==> run_1/m2.png <==
Drawn at 4 px/µm.
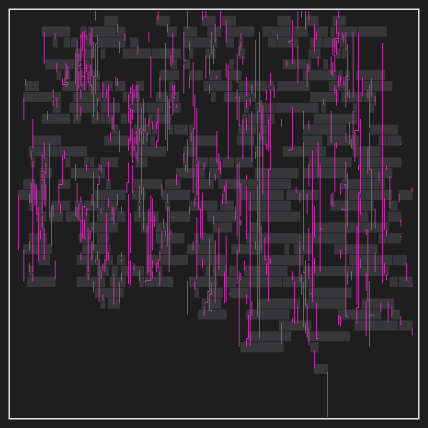
==> run_1/clock_wires.png <==
Drawn at 6 px/µm.
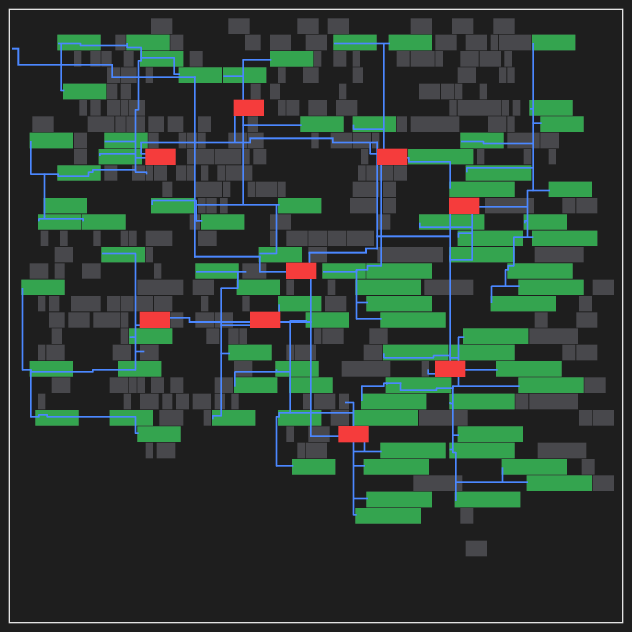
==> run_1/class_map.png <==
Drawn at 4 px/µm. Fill, decap, tap and diode cells in gray.
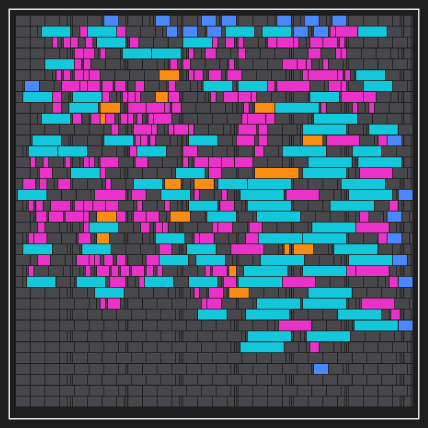
==> run_1/pinout.png <==
Drawn at 3 px/µm. Pins as bars across the die edge, other pins in gray.
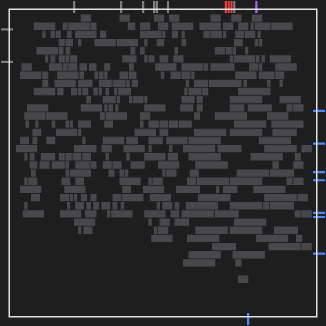
File: src/rtl/ps2_rx_fifo.sv
`default_nettype none
// ============================================================================
// Module   : ps2_rx_fifo
// Brief    : PS/2 device-to-host receiver with parity/framing/timeout checks
//            feeding a first-word-fall-through FIFO.
// Revision : 1.0
// ============================================================================
module ps2_rx_fifo #(
    parameter int DATA_BITS      = 8,
    parameter int FIFO_DEPTH     = 4,
    parameter int SYNC_STAGES    = 2,
    parameter int TIMEOUT_CYCLES = 50000,
    parameter int MSB_FIRST      = 0
) (
    input  logic                          clk,
    input  logic                          rst,
    input  logic                          ps2_clk,
    input  logic                          ps2_data,
    input  logic                          rd_en,
    input  logic                          clear_err,
    output logic [DATA_BITS-1:0]          data_out,
    output logic                          valid,
    output logic [$clog2(FIFO_DEPTH):0]   count,
    output logic                          parity_err,
    output logic                          frame_err,
    output logic                          overflow
);

    localparam int c_ADDR_W = $clog2(FIFO_DEPTH);
    localparam int c_BCNT_W = $clog2(DATA_BITS + 1);
    localparam int c_TO_W   = $clog2(TIMEOUT_CYCLES + 1);

    typedef enum logic [1:0] {
        S_IDLE   = 2'd0,
        S_DATA   = 2'd1,
        S_PARITY = 2'd2,
        S_STOP   = 2'd3
    } state_t;

    logic [SYNC_STAGES-1:0] r_clk_sync;
    logic [SYNC_STAGES-1:0] r_data_sync;
    logic                   r_clk_prev;
    state_t                 r_state;
    logic [c_BCNT_W-1:0]    r_bcnt;
    logic [c_TO_W-1:0]      r_tcnt;
    logic [DATA_BITS-1:0]   r_shift;
    logic                   r_parity;
    logic [DATA_BITS-1:0]   r_mem [FIFO_DEPTH];
    logic [c_ADDR_W-1:0]    r_wptr;
    logic [c_ADDR_W-1:0]    r_rptr;
    logic [c_ADDR_W:0]      r_count;

    logic w_fall;
    logic w_bit;
    logic w_timeout;
    logic w_stop_fall;
    logic w_par_ok;
    logic w_full;
    logic w_pop;
    logic w_push;
    logic w_set_ferr;
    logic w_set_perr;
    logic w_set_ovf;

    // Both lines use identical synchroniser depth so sampled data stays
    // aligned with the detected clock edge.
    always_ff @(posedge clk) begin
        if (rst) begin
            r_clk_sync  <= '0;
            r_data_sync <= '0;
            r_clk_prev  <= 1'b0;
        end else begin
            r_clk_sync  <= {r_clk_sync[SYNC_STAGES-2:0], ps2_clk};
            r_data_sync <= {r_data_sync[SYNC_STAGES-2:0], ps2_data};
            r_clk_prev  <= r_clk_sync[SYNC_STAGES-1];
        end
    end

    assign w_fall      = r_clk_prev & ~r_clk_sync[SYNC_STAGES-1];
    assign w_bit       = r_data_sync[SYNC_STAGES-1];
    assign w_timeout   = (r_state != S_IDLE) && (r_tcnt == c_TO_W'(TIMEOUT_CYCLES));
    assign w_stop_fall = (r_state == S_STOP) && w_fall && !w_timeout;
    assign w_par_ok    = ^{r_shift, r_parity};
    assign w_full      = (r_count == (c_ADDR_W + 1)'(FIFO_DEPTH));
    assign w_pop       = rd_en && valid;
    assign w_set_ferr  = w_timeout || (w_stop_fall && !w_bit);
    assign w_set_perr  = w_stop_fall && w_bit && !w_par_ok;
    assign w_push      = w_stop_fall && w_bit && w_par_ok && (!w_full || w_pop);
    assign w_set_ovf   = w_stop_fall && w_bit && w_par_ok && w_full && !w_pop;

    always_ff @(posedge clk) begin
        if (rst) begin
            r_state    <= S_IDLE;
            r_bcnt     <= '0;
            r_tcnt     <= '0;
            r_shift    <= '0;
            r_parity   <= 1'b0;
            parity_err <= 1'b0;
            frame_err  <= 1'b0;
            overflow   <= 1'b0;
        end else begin
            if (w_fall || w_timeout || r_state == S_IDLE) begin
                r_tcnt <= '0;
            end else begin
                r_tcnt <= r_tcnt + 1'b1;
            end

            if (w_timeout) begin
                r_state <= S_IDLE;
            end else if (w_fall) begin
                case (r_state)
                    S_IDLE: begin
                        if (!w_bit) begin
                            r_state <= S_DATA;
                            r_bcnt  <= '0;
                        end
                    end
                    S_DATA: begin
                        if (MSB_FIRST != 0) begin
                            r_shift <= {r_shift[DATA_BITS-2:0], w_bit};
                        end else begin
                            r_shift <= {w_bit, r_shift[DATA_BITS-1:1]};
                        end
                        if (r_bcnt == c_BCNT_W'(DATA_BITS - 1)) begin
                            r_state <= S_PARITY;
                        end else begin
                            r_bcnt <= r_bcnt + 1'b1;
                        end
                    end
                    S_PARITY: begin
                        r_parity <= w_bit;
                        r_state  <= S_STOP;
                    end
                    default: r_state <= S_IDLE;
                endcase
            end

            // A new error event wins over a simultaneous clear request.
            if (w_set_perr)     parity_err <= 1'b1;
            else if (clear_err) parity_err <= 1'b0;
            if (w_set_ferr)     frame_err  <= 1'b1;
            else if (clear_err) frame_err  <= 1'b0;
            if (w_set_ovf)      overflow   <= 1'b1;
            else if (clear_err) overflow   <= 1'b0;
        end
    end

    always_ff @(posedge clk) begin
        if (rst) begin
            r_wptr  <= '0;
            r_rptr  <= '0;
            r_count <= '0;
        end else begin
            if (w_push) begin
                r_mem[r_wptr] <= r_shift;
                r_wptr        <= r_wptr + 1'b1;
            end
            if (w_pop) begin
                r_rptr <= r_rptr + 1'b1;
            end
            case ({w_push, w_pop})
                2'b10:   r_count <= r_count + 1'b1;
                2'b01:   r_count <= r_count - 1'b1;
                default: r_count <= r_count;
            endcase
        end
    end

    assign valid    = (r_count != '0);
    assign count    = r_count;
    assign data_out = valid ? r_mem[r_rptr] : '0;

endmodule
`default_nettype wire

File: config.mk
export PLATFORM = sky130hd
export DESIGN_NAME = ps2_rx_fifo
export DESIGN_NICKNAME = d
export VERILOG_FILES = /design/src/rtl/ps2_rx_fifo.sv
export SDC_FILE = /design/constraint.sdc
export NUM_CORES = 1
export LEC_CHECK = 0
export ABC_AREA = 0
export CORE_UTILIZATION = 35
export DETAILED_ROUTE_END_ITERATION = 16
export HOLD_SLACK_MARGIN = 0.02
export PLACE_DENSITY_LB_ADDON = 0.2
export SLEW_MARGIN = 20
export SYNTH_ARGS = -nofsm -noshare
export SYNTH_HDL_FRONTEND = slang
export SYNTH_SLANG_ARGS = --single-unit
export TNS_END_PERCENT = 20
File: constraint.sdc
create_clock -name clk -period 7.28 [get_ports clk]
set_input_delay 1.82 -clock clk [delete_from_list [all_inputs] [get_ports clk]]
set_output_delay 1.82 -clock clk [all_outputs]
set_load 0.02 [all_outputs]
==> reports/qor.yml, run 1 <==
status: "complete, no violations"
antenna_found_initial: 0
p_per_area_nw_per_um2: 258.0
seq_share: 0.4785
grt_util_met3: 0.04309
drtIter0Drc: 64
track_usage: 0.1209
largest_register_ffs: 32
ir_drop_mv: 0.09759
warnings: 33
critical-path-top-delay-family: "flip-flops"
nWellTaps: 133
viasPerCell: 4.614
cp_max_fo: 8
postCtsSetupBuffers: 0
wl_mm: 5.587
synth-edff-count: 32
min_from: "r_data_sync[0]"
fin_cells: 456
pwr-share-comb: 0.206
synth.mux.area_fraction: 0.1012
ys_cells: 296
reg_top3: "r_mem (32), r_tcnt (16), r_shift (8)"
## Picture notes: m2.png
273 nets have wire on it. The longest straight run is 59.8 µm. The layer carries 2660 µm of wire. The layer holds 48% of the routed length.

## Picture notes: clock_wires.png
Key: clock wires = blue [length 1010 µm]; clock-net drivers = red [count 9]; flip-flops = green [count 80]
Position of the flops: widely spread.
Clk. pwr: 0.000327 W
clk_lat worst skew: 0.35 ns
clock share of power: 0.315
clk_skew: 0.01046 ns

## Picture notes: class_map.png
Key: remaining logic cells = magenta [cells 206, share of their area 40%]; sequential cells = cyan [cells 80, share of their area 50%]; remaining buffers and delay cells = blue [cells 21, share of their area 5.4%]; clock drivers and dummy loads = orange [cells 16, share of their area 5.1%]

## Picture notes: pinout.png
Key: data_out = blue [pins 8, direction output, edge 7 east, 1 south]; valid = purple [pins 1, direction output, edge north]; count = red [pins 3, direction output, edge north]
All pins by edge: 11 north, 7 east, 2 west, 1 south.

==> run_1/clock_nets.png <==
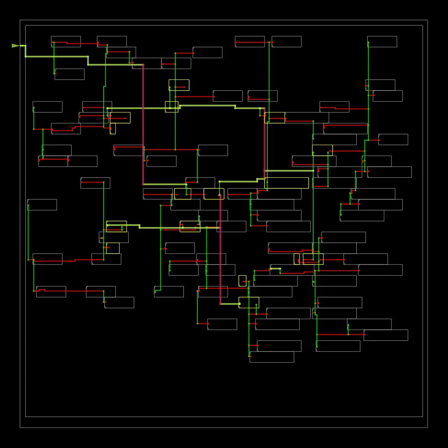

==> inputs of run 2 (changes only) <==
==> constraint.sdc (replaced) <==
create_clock -name clk -period 3.7 [get_ports clk]
set_input_delay 0.925 -clock clk [delete_from_list [all_inputs] [get_ports clk]]
set_output_delay 0.925 -clock clk [all_outputs]
set_load 0.02 [all_outputs]
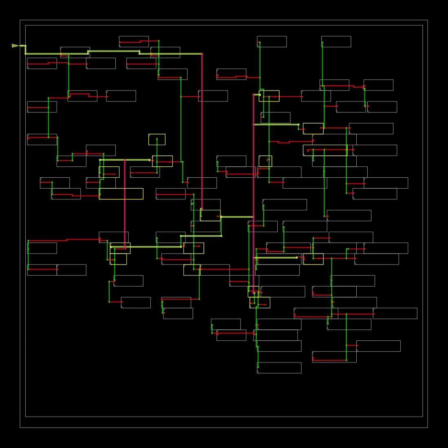
(run_2/clock_nets.png)
flip-flops: 80
Clk. pwr: 0.000747 W

==> run 2 against run 1 <==
Non-clock buffer count up 3; synthesized cell count unchanged; first-iteration DRC count fell by 61%; wire length is 1.5% higher; area after synthesis unchanged; clock power increased by 130%; clock skew increased by 0.00099 ns; critical path type unchanged; largest cell class unchanged; highest routed layer unchanged.
==> reports/qor.yml, run 2 <==
cts.sinks: 80
wl_mm: 5.670  # +1.5%
drtIter0Drc: 25  # -61%
pwr-share-comb: 0.197  # -0.009
viasPerCell: 4.558  # -1.2%
antenna_found_initial: 0  # unchanged
status: "complete, no violations"
inv_count: 12
min_from: "r_data_sync[0]"
largest_register_ffs: 32  # unchanged
critical-path-top-delay-family: "flip-flops"
ys_cells: 296  # unchanged
fin_cells: 459  # +0.66%
track_usage: 0.1207  # -0.0002352
cp_max_fo: 8  # unchanged
seq_share: 0.4713  # -0.007195
p_per_area_nw_per_um2: 526.5  # +100%
reg_top3: "r_mem (32), r_tcnt (16), r_shift (8)"
finClkSkew_ns: 0.01146  # +0.0009928 ns
synth.mux.area_fraction: 0.1012  # unchanged
clk_latency_ns: 0.35  # about the same
p_clk_frac: 0.348  # +0.033
nWellTaps: 133  # unchanged
postCtsSetupBuffers: 0  # unchanged
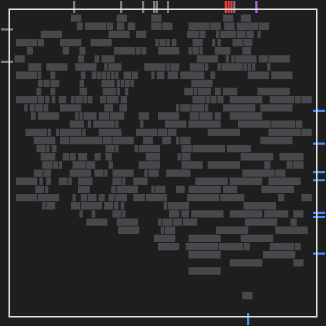
(run_2/pinout.png)
Drawn at 3 px/µm. Pins as bars across the die edge, other pins in gray.
Key: count = red [pins 3, direction output, edge north]; valid = purple [pins 1, direction output, edge north]; data_out = blue [pins 8, direction output, edge 7 east, 1 south]
All pins by edge: 11 north, 7 east, 2 west, 1 south.

Power and IR drop assume default switching activity.
